Figure 1. M1 wires (run 1).
Supply wires on this layer in grey.
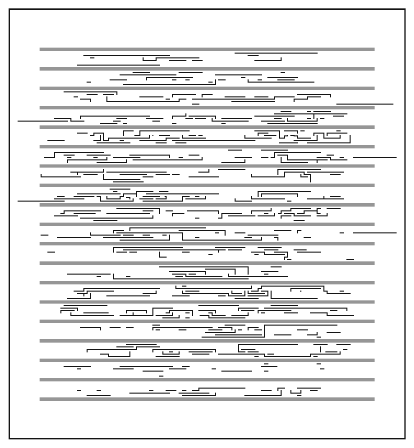
Figure 2. M2 wires (run 1).
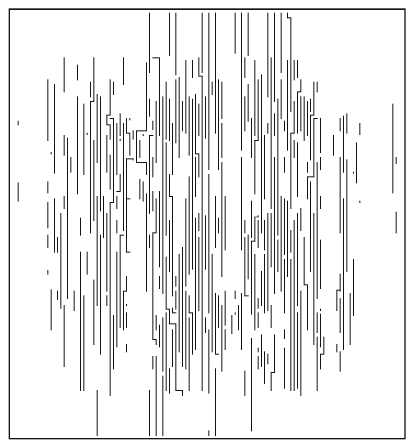
Figure 3. The metal 3 layer (run 1).
Scale bar: 20 µm.
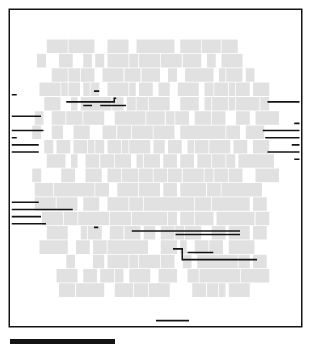
==> src/rtl/control_sequencer.sv <==
// control_sequencer: hardwired Mini SRC control unit; Moore FSM that fetches, then runs an
// opcode-specific execute sequence and drives every CPU control strobe.
module control_sequencer #(
  parameter int OPW = 5
) (
  input  logic        clk,
  input  logic        reset,
  input  logic [31:0] IR,
  input  logic        stop,
  output logic        run,
  output logic        CON_RESET,
  output logic        PCout,
  output logic        MDRout,
  output logic        Zlowout,
  output logic        INout,
  output logic        Cout,
  output logic        PCin,
  output logic        IRin,
  output logic        MARin,
  output logic        MDRin,
  output logic        Yin,
  output logic        Zin,
  output logic        Rin,
  output logic        OUT_Portin,
  output logic        Gra,
  output logic        Grb,
  output logic        Grc,
  output logic        Rout,
  output logic        BAout,
  output logic        IncPC,
  output logic        Read,
  output logic        read_mem,
  output logic        write_mem,
  output logic        ADD,
  output logic        SUB,
  output logic        AND,
  output logic        OR
);
  typedef enum logic [3:0] {
    S_RST, S_T0, S_T1, S_T2, S_T3, S_T4, S_T5, S_T6, S_T7, S_HALT
  } state_t;
  localparam logic [OPW-1:0] OP_LD   = 5'b00000;
  localparam logic [OPW-1:0] OP_LDI  = 5'b00001;
  localparam logic [OPW-1:0] OP_ST   = 5'b00010;
  localparam logic [OPW-1:0] OP_ADD  = 5'b00011;
  localparam logic [OPW-1:0] OP_SUB  = 5'b00100;
  localparam logic [OPW-1:0] OP_AND  = 5'b00101;
  localparam logic [OPW-1:0] OP_OR   = 5'b00110;
  localparam logic [OPW-1:0] OP_ADDI = 5'b01100;
  localparam logic [OPW-1:0] OP_IN   = 5'b10110;
  localparam logic [OPW-1:0] OP_OUT  = 5'b10111;
  localparam logic [OPW-1:0] OP_HALT = 5'b11011;
  state_t r_state, w_next;
  logic [OPW-1:0] w_op;
  logic w_alu, w_imm, w_mem, w_ld, w_st, w_in, w_out, w_unused;
  state_t w_last;
  assign w_op     = IR[31:32-OPW];
  assign w_unused = ^IR[31-OPW:0];
  assign w_ld     = w_op == OP_LD;
  assign w_st     = w_op == OP_ST;
  assign w_in     = w_op == OP_IN;
  assign w_out    = w_op == OP_OUT;
  assign w_alu    = w_op == OP_ADD || w_op == OP_SUB || w_op == OP_AND || w_op == OP_OR;
  assign w_imm    = w_op == OP_ADDI || w_op == OP_LDI;
  assign w_mem    = w_ld || w_st;
  // stop only takes effect at an instruction boundary
  assign w_last   = stop ? S_HALT : S_T0;
  always_ff @(posedge clk)
    r_state <= !reset ? S_RST : w_next;
  always_comb begin
    w_next = S_RST;
    case (r_state)
      S_RST:  w_next = S_T0;
      S_T0:   w_next = S_T1;
      S_T1:   w_next = S_T2;
      S_T2:   w_next = S_T3;
      S_T3:   w_next = (w_alu || w_imm || w_mem) ? S_T4 : (w_op == OP_HALT) ? S_HALT : w_last;
      S_T4:   w_next = S_T5;
      S_T5:   w_next = w_mem ? S_T6 : w_last;
      S_T6:   w_next = S_T7;
      S_T7:   w_next = w_last;
      S_HALT: w_next = S_HALT;
      default: w_next = S_RST;
    endcase
  end
  always_comb begin
    run = r_state != S_HALT;
    {CON_RESET, PCout, MDRout, Zlowout, INout, Cout} = '0;
    {PCin, IRin, MARin, MDRin, Yin, Zin, Rin, OUT_Portin} = '0;
    {Gra, Grb, Grc, Rout, BAout, IncPC, Read, read_mem, write_mem} = '0;
    {ADD, SUB, AND, OR} = '0;
    case (r_state)
      S_RST: CON_RESET = 1'b1;
      S_T0: {PCout, MARin, IncPC, PCin} = '1;
      S_T1: {Read, read_mem, MDRin} = '1;
      S_T2: {MDRout, IRin} = '1;
      S_T3: begin
        Grb        = w_alu || w_imm || w_mem;
        Yin        = w_alu || w_imm || w_mem;
        BAout      = w_op == OP_LDI || w_mem;
        Rout       = w_alu || w_op == OP_ADDI || w_out;
        INout      = w_in;
        Rin        = w_in;
        Gra        = w_in || w_out;
        OUT_Portin = w_out;
      end
      S_T4: begin
        Grc  = w_alu;
        Rout = w_alu;
        Cout = w_imm || w_mem;
        Zin  = w_alu || w_imm || w_mem;
        ADD  = w_op == OP_ADD || w_imm || w_mem;
        SUB  = w_op == OP_SUB;
        AND  = w_op == OP_AND;
        OR   = w_op == OP_OR;
      end
      S_T5: begin
        Zlowout = w_alu || w_imm || w_mem;
        Gra     = w_alu || w_imm;
        Rin     = w_alu || w_imm;
        MARin   = w_mem;
      end
      S_T6: begin
        Read     = w_ld;
        read_mem = w_ld;
        MDRin    = w_mem;
        Gra      = w_st;
        Rout     = w_st;
      end
      S_T7: begin
        MDRout    = w_ld;
        Gra       = w_ld;
        Rin       = w_ld;
        write_mem = w_st;
      end
      default: ;
    endcase
  end
endmodule
==> config.mk <==
export PLATFORM = sky130hd
export DESIGN_NAME = control_sequencer
export DESIGN_NICKNAME = d
export VERILOG_FILES = /design/src/rtl/control_sequencer.sv
export SDC_FILE = /design/constraint.sdc
export NUM_CORES = 1
export LEC_CHECK = 0
export CORE_ASPECT_RATIO = 1.1
export CORE_MARGIN = 4
export CORE_UTILIZATION = 29
export CTS_BUF_LIST = sky130_fd_sc_hd__clkbuf_4
export CTS_CLUSTER_SIZE = 28
export DETAILED_ROUTE_END_ITERATION = 10
export PLACE_DENSITY_LB_ADDON = 0.1
export SETUP_SLACK_MARGIN = 0.3
export SYNTH_ARGS = -nofsm -noshare
export SYNTH_HDL_FRONTEND = slang
export SYNTH_SLANG_ARGS = --single-unit
==> constraint.sdc <==
create_clock -name clk -period 2.4 [get_ports clk]
set_input_delay 0.6 -clock clk [delete_from_list [all_inputs] [get_ports clk]]
set_output_delay 0.6 -clock clk [all_outputs]
set_load 0.005 [all_outputs]
==> impl_metrics.py, run 1 <==
# Auto-generated metrics
metrics = {
    "die": {
        "core-area_um2": 2300,
        "rows": 18,
        "chipArea_um2": 3310,
        "pin_count": 63,
        "chipHeight_um": 59.9,
        "fp-utilization": 0.309,
    },
    "grt": {
        "grt_usage": 0.194,
        "met2_usage": 0.375,
        "met1_usage": 0.216,
        "grt_pass1_vias": 1128,
    },
    "layout": {
        "lay_top_count": "buf_4",
        "layout.nonclk_buf_frac": 0.483,
        "buffers": 99,
        "seq_share": 0.0463,
        "n_all_inverters": 7,
    },
    "setup_path": {
        "timing.rr.start": "r_state[3]$_SDFF_PN0_",
        "path_delay_family": "simple AND/OR/NAND/NOR gates",
        "timing.rr.end": "r_state[3]$_SDFF_PN0_",
        "startpoint_type": "flip-flop",
    },
    "detailed_routing": {
        "met3_length_um": 153,
        "drt.antenna.violating_nets": 0,
        "drtIter0Drc": 23,
    },
    "logic_synthesis": {
        "async_reset_ff_frac": 0,
        "ys_types": 41,
        "top_logic_kind": "simple AND/OR/NAND/NOR gates",
    },
    "status": {
        "outcome": "finished clean",
    },
    "clock_network": {
        "cts_max_level": 1,
        "cts_tree": "built",
        "insertion_delay_ps": 230,
    },
    "power": {
        "p_int_mw": 0.247,
        "powerComb_mw": 0.221,
        "p_sw_frac": 0.341,
    },
    "hold_path": {
        "hold_path_class": "reg2reg",
    },
    "place": {
        "placed_area_um2": 1300,
    },
}
Back to the opening pictures, Figure 1:
main direction: horizontal
longest straight run: 18.9 µm
nets with wire on the layer: 186
wire length on this layer: 1350 µm

Back to the opening pictures, Figure 2:
wire length on this layer: 2060 µm
longest straight run: 44.0 µm

Back to the opening pictures, Figure 3:
main direction: horizontal
longest straight run: 20.2 µm
share of all routed wire: 4.3%
DR vias: 1173
GR Layer Usage met3: 0.0173
final WL: 3590 µm

--- run 2 (diff from run 1) ---
--- a/config.mk
+++ b/config.mk
@@ -13,6 +13,7 @@
 export DETAILED_ROUTE_END_ITERATION = 10
 export PLACE_DENSITY_LB_ADDON = 0.1
 export SETUP_SLACK_MARGIN = 0.3
+export SLEW_MARGIN = 20
 export SYNTH_ARGS = -nofsm -noshare
 export SYNTH_HDL_FRONTEND = slang
 export SYNTH_SLANG_ARGS = --single-unit
Figure 4. Clock routing (run 2).
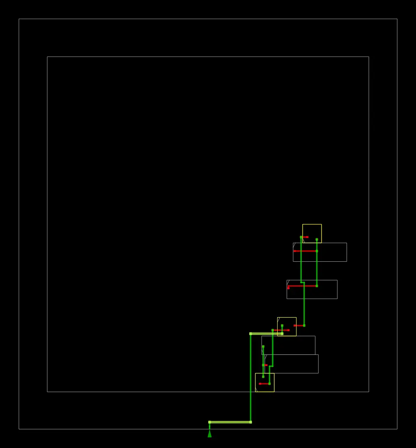
P_clk: 0.0809 mW
worst clock skew: 4.52 ps
Seq cells: 4

Figure 5. The metal 3 layer (run 2).
Scale bar: 20 µm.
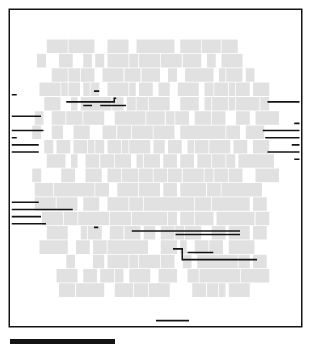
wire length on this layer: 154 µm
longest straight run: 20.2 µm
nets with wire on the layer: 25
share of all routed wire: 4.3%
main direction: horizontal

==> impl_metrics.py, run 2 <==
# Auto-generated metrics
metrics = {
    "setup_path": {
        "timing.rr.start": "r_state[3]$_SDFF_PN0_",
        "path_delay_family": "simple AND/OR/NAND/NOR gates",
        "timing.rr.end": "r_state[3]$_SDFF_PN0_",
    },
    "layout": {
        "buffers": 99,
        "n_all_inverters": 7,
        "seq_share": 0.0463,
        "layout.nonclk_buf_frac": 0.483,
    },
    "power": {
        "powerComb_mw": 0.221,
        "p_int_mw": 0.247,
        "p_sw_frac": 0.341,
    },
    "place": {
        "placed_area_um2": 1300,
    },
    "die": {
        "fp-utilization": 0.309,
        "core-area_um2": 2300,
        "rows": 18,
        "pin_count": 63,
    },
    "detailed_routing": {
        "met3_length_um": 153,
        "drtIter0Drc": 23,
        "via_count": 1173,
        "wirelength_um": 3590,
        "drt.antenna.violating_nets": 0,
    },
    "logic_synthesis": {
        "avgSynthCellArea_um2": 6.40,
        "top_logic_kind": "simple AND/OR/NAND/NOR gates",
        "async_reset_ff_frac": 0,
        "ys_types": 41,
    },
    "status": {
        "outcome": "finished clean",
    },
    "grt": {
        "grt_usage": 0.194,
        "grt_pass1_vias": 1128,
        "met2_usage": 0.375,
        "met1_usage": 0.216,
    },
    "clock_network": {
        "cts_tree": "built",
        "insertion_delay_ps": 230,
    },
}
Power and IR drop assume default switching activity.
